==> run_1/cell_density.png <==
Scale: 2 px per um. The die is cut into 10 by 15 equal tiles; black is low, pale yellow is high, 0 to 100% covered.
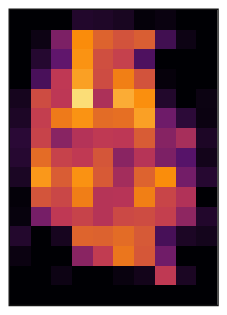
==> run_1/placement_by_type.png <==
Scale: 2 px per um. Fill, decap, tap and diode cells in gray.
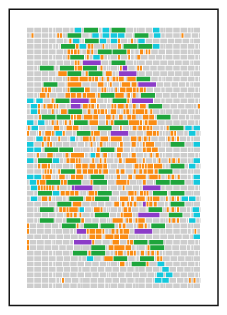
==> run_1/detail.png <==
Region (39, 61) to (64, 86) um. Cells in gray, sequential cells in the stronger gray; small squares are vias.
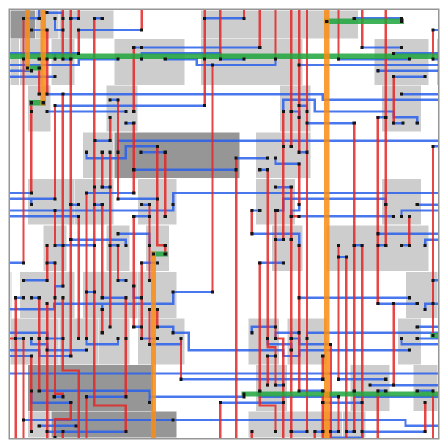
## src/rtl/voice_mult.sv

```systemverilog
// Serial shift-add multiplier: scales a signed 12-bit voice sample by an 8-bit envelope level.
// Optional voice 0-2 mix accumulator is enabled by defining VOICE_MULT_MIX_ACCUM_EN.
module voice_mult (
  input  logic        clk_i,
  input  logic        rst_ni,
  input  logic        start_i,
  input  logic [1:0]  voice_idx_i,
  input  logic [11:0] wave_i,
  input  logic [7:0]  env_i,
  output logic        busy_o,
  output logic        ready_o,
  output logic [19:0] prod_o,
  output logic [11:0] voice_o,
  output logic [13:0] mix_o,
  output logic        mix_valid_o
);

  localparam int unsigned PW = 20;
  localparam int unsigned WW = 12;
  localparam int unsigned EW = 8;
  localparam int unsigned VW = 12;
  localparam int unsigned MW = 14;
  localparam int unsigned CW = 3;

  typedef enum logic [1:0] {
    ST_IDLE = 2'd0,
    ST_MULT = 2'd1,
    ST_DONE = 2'd2
  } state_e;

  state_e          state_q, state_d;
  logic [PW-1:0]   mcand_q, mcand_d;
  logic [EW-1:0]   mplier_q, mplier_d;
  logic [PW-1:0]   pacc_q, pacc_d;
  logic [CW-1:0]   cnt_q, cnt_d;
  logic            busy_q, busy_d;
  logic            ready_q, ready_d;
  logic [PW-1:0]   prod_q, prod_d;
  logic [VW-1:0]   voice_q, voice_d;

  // Multiply sequencing: operand latch, 8 add/shift iterations, result load.
  always_comb begin
    state_d  = state_q;
    mcand_d  = mcand_q;
    mplier_d = mplier_q;
    pacc_d   = pacc_q;
    cnt_d    = cnt_q;
    busy_d   = busy_q;
    ready_d  = 1'b0;
    prod_d   = prod_q;
    voice_d  = voice_q;
    case (state_q)
      ST_IDLE: begin
        if (start_i) begin
          mcand_d  = {{(PW-WW){wave_i[WW-1]}}, wave_i};
          mplier_d = env_i;
          pacc_d   = '0;
          cnt_d    = '0;
          busy_d   = 1'b1;
          state_d  = ST_MULT;
        end
      end
      ST_MULT: begin
        if (mplier_q[0]) begin
          pacc_d = pacc_q + mcand_q;
        end
        mcand_d  = mcand_q << 1;
        mplier_d = mplier_q >> 1;
        cnt_d    = cnt_q + CW'(1);
        if (cnt_q == CW'(7)) begin
          state_d = ST_DONE;
          ready_d = 1'b1;
        end
      end
      ST_DONE: begin
        prod_d  = pacc_q;
        voice_d = pacc_q[PW-1:PW-VW];
        busy_d  = 1'b0;
        state_d = ST_IDLE;
      end
      default: state_d = ST_IDLE;
    endcase
  end

  always_ff @(posedge clk_i) begin
    if (!rst_ni) begin
      state_q  <= ST_IDLE;
      mcand_q  <= '0;
      mplier_q <= '0;
      pacc_q   <= '0;
      cnt_q    <= '0;
      busy_q   <= 1'b0;
      ready_q  <= 1'b0;
      prod_q   <= '0;
      voice_q  <= '0;
    end else begin
      state_q  <= state_d;
      mcand_q  <= mcand_d;
      mplier_q <= mplier_d;
      pacc_q   <= pacc_d;
      cnt_q    <= cnt_d;
      busy_q   <= busy_d;
      ready_q  <= ready_d;
      prod_q   <= prod_d;
      voice_q  <= voice_d;
    end
  end

  assign busy_o  = busy_q;
  assign ready_o = ready_q;
  assign prod_o  = prod_q;
  assign voice_o = voice_q;

`ifdef VOICE_MULT_MIX_ACCUM_EN
  logic [1:0]    idx_q, idx_d;
  logic [MW-1:0] macc_q, macc_d;
  logic [MW-1:0] mix_q, mix_d;
  logic          mix_valid_q, mix_valid_d;
  logic [MW-1:0] voice_ext;

  assign voice_ext = {{(MW-VW){pacc_q[PW-1]}}, pacc_q[PW-1:PW-VW]};

  // Voice 0 restarts the mix, voices 1/2 add in, voice 2 publishes; index 3 is ignored.
  always_comb begin
    idx_d       = idx_q;
    macc_d      = macc_q;
    mix_d       = mix_q;
    mix_valid_d = 1'b0;
    if ((state_q == ST_IDLE) && start_i) begin
      idx_d = voice_idx_i;
    end
    if (state_q == ST_DONE) begin
      case (idx_q)
        2'd0:       macc_d = voice_ext;
        2'd1, 2'd2: macc_d = macc_q + voice_ext;
        default:    macc_d = macc_q;
      endcase
      if (idx_q == 2'd2) begin
        mix_d       = macc_d;
        mix_valid_d = 1'b1;
      end
    end
  end

  always_ff @(posedge clk_i) begin
    if (!rst_ni) begin
      idx_q       <= '0;
      macc_q      <= '0;
      mix_q       <= '0;
      mix_valid_q <= 1'b0;
    end else begin
      idx_q       <= idx_d;
      macc_q      <= macc_d;
      mix_q       <= mix_d;
      mix_valid_q <= mix_valid_d;
    end
  end

  assign mix_o       = mix_q;
  assign mix_valid_o = mix_valid_q;
`else
  logic unused_idx;
  assign unused_idx  = ^voice_idx_i;
  assign mix_o       = '0;
  assign mix_valid_o = 1'b0;
`endif

endmodule

```

## config.mk

```make
export PLATFORM = sky130hd
export DESIGN_NAME = voice_mult
export DESIGN_NICKNAME = d
export VERILOG_FILES = /design/src/rtl/voice_mult.sv
export SDC_FILE = /design/constraint.sdc
export NUM_CORES = 1
export LEC_CHECK = 0
export CORE_ASPECT_RATIO = 1.5
export CORE_MARGIN = 8
export CORE_UTILIZATION = 35
export DETAILED_ROUTE_END_ITERATION = 16
export PLACE_DENSITY = 0.68
export SYNTH_ARGS = -nofsm -noshare
export SYNTH_HDL_FRONTEND = slang
export SYNTH_SLANG_ARGS = --single-unit
```

## constraint.sdc

```tcl
create_clock -name clk_i -period 3.55 [get_ports clk_i]
set_input_delay 0.71 -clock clk_i [delete_from_list [all_inputs] [get_ports clk_i]]
set_output_delay 0.71 -clock clk_i [all_outputs]
set_load 0.02 [all_outputs]
```

==> out/results.txt, run 1 <==
status -> finished, final reports clean
CTS tree -> built
# Cells Yosys -> 500
GR Util met2 -> 23.5%
dpl cells -> 667
PwrDens -> 440 nW/um^2
H-tree Lvls -> 3
Initial DRC Count -> 168
Max VDD drop -> 0.208 mV
DR WL/cell -> 14.5 um
cells after synthesis -> 500
fmax -> 431 MHz
met2 WL -> 5100 um
Critical Path Start -> mcand_q[0]
Hold Path Class -> register to register
Root Buffer -> clkbuf_16
net count of the finished layout -> 575
CTS sink cnt -> 75
Max-Slew Margin vs Limit -> 19.7%
met3 wire length -> 505 um
skew final -> 6.22 ps
total gr overflow -> 0
dpl hpwl -> 7490 um
CTS Buf Count -> 9
Unique cell types -> 59
first-pass GRT wire length -> 17300 um
Worst-Margin Slew -> 1200 ps
io pins -> 74
postcts setup bufs -> 0
Yosys Chip Area -> 4030 um^2
chip area -> 15300 um^2
dominant cell by count in the synthesized netlist -> nand2_1
Layout area overhead -> 20.2%
DR top layer -> met4
top_reg_cell synth -> dfxtp_1
vias in the first global route -> 3585
GR peak layer -> met2
met3 usage -> 3.40%
Notes on cell_density.png above:
nearly empty tiles = 26%
mean over tiles = 31%
emptiest ninth of the die = north-east
core area: 11400 um^2
Initial Util: 35.5%
Final Util: 42.7%

Notes on placement_by_type.png above:
orange -> combinational and other logic  # cells 383, share of their area 48%
purple -> clock drivers and dummy loads  # cells 16, share of their area 7.1%
green -> sequential cells  # cells 75, share of their area 32%
cyan -> remaining buffers and delay cells  # cells 59, share of their area 13%
final instance area: 4840 um^2
sequential share of cell area: 31.0%

Notes on detail.png above:
red -> metal 2
green -> metal 3
blue -> metal 1
orange -> metal 4
most frequent = nand2_1 (6), nor2_1 (4), nand3_1 (4)
cells with their middle in the window = 43
sequential cells in the window = 3
netlist names of flops here include = mcand_q (2), pacc_q (1)

-- run 1: cell type report --
cell class	count	area, um^2	area share [%]
inverters	6	22.5	0.465
flip-flops and latches	75	1500	31.0
clock inverters	4	72.6	1.50
clock buffers	12	256	5.30
repair buffers	59	583	12.0
multi-input cells	377	2220	45.8
well taps	150	188	3.87
-- run 1: cell families after synthesis --
group                    count (synthesis)  synth area share (%)
AND-OR/OR-AND                          117                  19.8
XOR/XNOR                                13                  2.83
adder cells (fa/ha/maj)                 22                  7.02
buffers and inverters                   62                  9.01
flip-flops                              75                  37.3
multiplexers                             3                 0.745
other                                    1                0.0931
AND/OR/NAND/NOR                        207                  23.2
-- run 1: per-stage QoR --
step           power, W  instance area [um^2]  worst slack, ps  hold slack, ps
6_report        0.00213                  4840             1230             453
4_1_cts         0.00215                  4840             1230             457
5_1_grt         0.00223                  4840             1040             479
3_3_place_gp    0.00115                  4510              969             450
3_5_place_dp    0.00115                  4510              912             449
2_1_floorplan   0.00110                  4080             1610             442
-- run 1: flip-flops by register name, summed over array words and instances, names as in the netlist --
register  flops
mcand_q      20
pacc_q       20
prod_o       20
mplier_q      8
cnt_q         3
state_q       2
busy_o        1
ready_o       1
-- run 1: critical path, cell delays in order (launching register included) --
cell and delay [ps]:
dfxtp_1 330, ha_1 250, fa_1 470, a211oi_2 310
o21ai_0 220, a41oi_1 210, o21ai_0 180, mux2i_1 190
nand2_1 60
-- run 1: report_power, final --
group | total (W) | internal, W | leakage [nW] | switching, W
Combinational | 0.000235 | 0.0000910 | 1.06 | 0.000144
Clock | 0.000993 | 0.000652 | 0.159 | 0.000341
Sequential | 0.000905 | 0.000876 | 0.610 | 0.0000295
Total | 0.00213 | 0.00162 | 1.83 | 0.000514
==> run_1/clk_routes.png <==
Scale: 4 px per um.
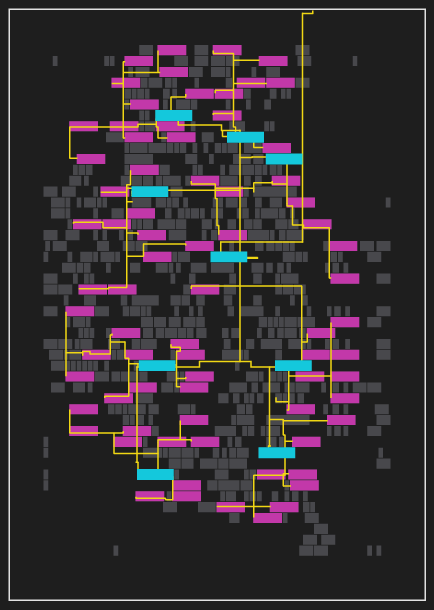

==> run 2, diff against run 1 <==
==> constraint.sdc (replaced) <==
create_clock -name clk_i -period 2.16 [get_ports clk_i]
set_input_delay 0.432 -clock clk_i [delete_from_list [all_inputs] [get_ports clk_i]]
set_output_delay 0.432 -clock clk_i [all_outputs]
set_load 0.02 [all_outputs]
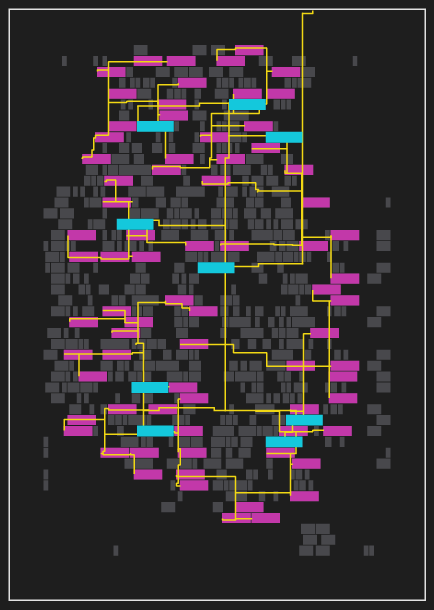
(run_2/clk_routes.png)
Scale: 4 px per um.
magenta -> flip-flops  # count 75
yellow -> clock wires  # length 1060 um
cyan -> clock drivers  # count 9
routed clock nets = 10
clock share of power: 42.8%
skew final: 5.98 ps

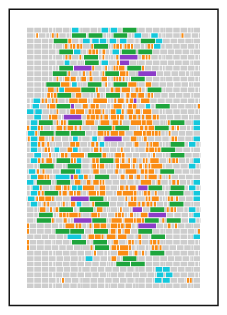
(run_2/placement_by_type.png)
Scale: 2 px per um. Fill, decap, tap and diode cells in gray.
Final Util: 43.8%
FP Rows: 48
sequential share of cell area: 30.2%

==> run 2 against run 1 <==
Register-to-register slack lost 1100 ps. Non-clock buffer count rose by 15. Total power is 56% higher. Worst setup slack got worse by 1100 ps. Global-route usage is 0.67 points lower. Highest routed layer unchanged.
==> out/results.txt, run 2 <==
Basic Gates by Area -> 23.2%
status -> finished, final reports clean
Multiplexer share -> 0.745%
Post-Synth XOR/XNOR Area -> 2.83%
Seq pwr share -> 44.8%
H-tree Lvls -> 3
dpl hpwl -> 7420 um
DR WL/cell -> 14.0 um
Worst-Margin Slew -> 548 ps
critical path depth -> 8
fmax -> 489 MHz
CP delay by family, top -> AND-OR/OR-AND gates
adder-cell share of the synthesized area -> 7.02%
CTS tree -> built
Max VDD drop -> 0.355 mV
Critical Path Start -> mcand_q[0]
net count of the finished layout -> 590
Max-Slew Margin vs Limit -> 63.4%
Net Sw Power -> 0.000847 W
first-pass GRT wire length -> 16400 um
Crit-path slowest cell -> fa_2
Largest stage delay, worst path -> 390 ps
critical path cell sequence -> ha_1 > fa_2 > a211oi_4 > o21bai_1 > a21oi_2 > buf_4 > xor2_1 > o21ai_0
Yosys Chip Area -> 4030 um^2
total gr overflow -> 0
cells after synthesis -> 500
CTS Buf Count -> 9
Via density -> 5.02
logic area -> 2260 um^2
chip area -> 15300 um^2
vias in the first global route -> 3488
core area -> 11400 um^2
Combinational Power Share -> 12.4%
Largest logic family -> simple AND/OR/NAND/NOR gates
io pins -> 74
Initial Util -> 35.5%
Root Buffer -> clkbuf_16
Sw Share -> 25.5%
Hold WS -> 455 ps
register area -> 1500 um^2
crit-path max FO -> 3
Hold Path Class -> register to register
dominant cell by count in the synthesized netlist -> nand2_1
Unique cell types -> 59
Initial DRC Count -> 147
CTS sink cnt -> 75
Layout area overhead -> 23.4%
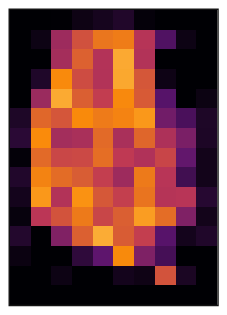
(run_2/cell_density.png)
Scale: 2 px per um. The die is cut into 10 by 15 equal tiles; black is low, pale yellow is high, 0 to 100% covered.

==> run 2: routing by layer <==
| layer | wire (um) | global-route usage, % | part of all wire, % | vias up |
|---|---|---|---|---|
| met2 | 5000 | 23.0 | 51 | 67 |
| met4 | 187 | 5.24 | 1.9 | 0 |
| met1 | 4130 | 14.0 | 42 | 1636 |
| met5 | 0 | 0 | 0 | - |
| li1 | - | - | - | 1788 |
| met3 | 425 | 3.49 | 4.4 | 11 |
==> run 2: power groups by stage <==
stage,Sequential (W),Clock [W],Combinational (W)
3_3_place_gp,0.00152,0,0.000397
4_1_cts,0.00149,0.00145,0.000407
2_1_floorplan,0.00150,0,0.000304
5_1_grt,0.00149,0.00152,0.000455
6_report,0.00149,0.00142,0.000410
3_5_place_dp,0.00152,0,0.000405
==> run 2: through the flow <==
stage	setup slack, ps	cells	setup TNS [ps]	area [um^2]	power (W)
after floorplan	217	514	0	4080	0.00181
after global placement	-20.0	681	-20.0	4640	0.00191
after detailed placement	-33.7	681	-33.7	4640	0.00192
after CTS	6.02	696	0	4920	0.00334
after global routing	8.53	697	0	4970	0.00347
final	115	697	0	4970	0.00332
==> run 2: what timing repair did <==
item / in CTS / in global routing
endpoints found under the setup margin: 1 / 8
buffers inserted: 0 / 1
pin swaps: 0 / 4
gates resized: 1 / 12
==> run 2: final cells by class <==
| type | instances | share of cell area [%] |
|---|---|---|
| tap | 150 | 3.78 |
| clock inverter | 2 | 0.201 |
| inverter | 6 | 0.453 |
| clock buffer | 13 | 5.44 |
| timing repair buffer | 74 | 14.5 |
| multi-input combinational | 377 | 45.4 |
| sequential | 75 | 30.2 |
==> run 2: worst register-to-register path: stages, from the launching register on <==
cell and delay, ps:
dfxtp_1 310, ha_1 220, fa_2 390, a211oi_4 300, o21bai_1 130, a21oi_2 220
buf_4 150, xor2_1 130, o21ai_0 80
No activity file was given, so power comes from the tool's default toggle rates.
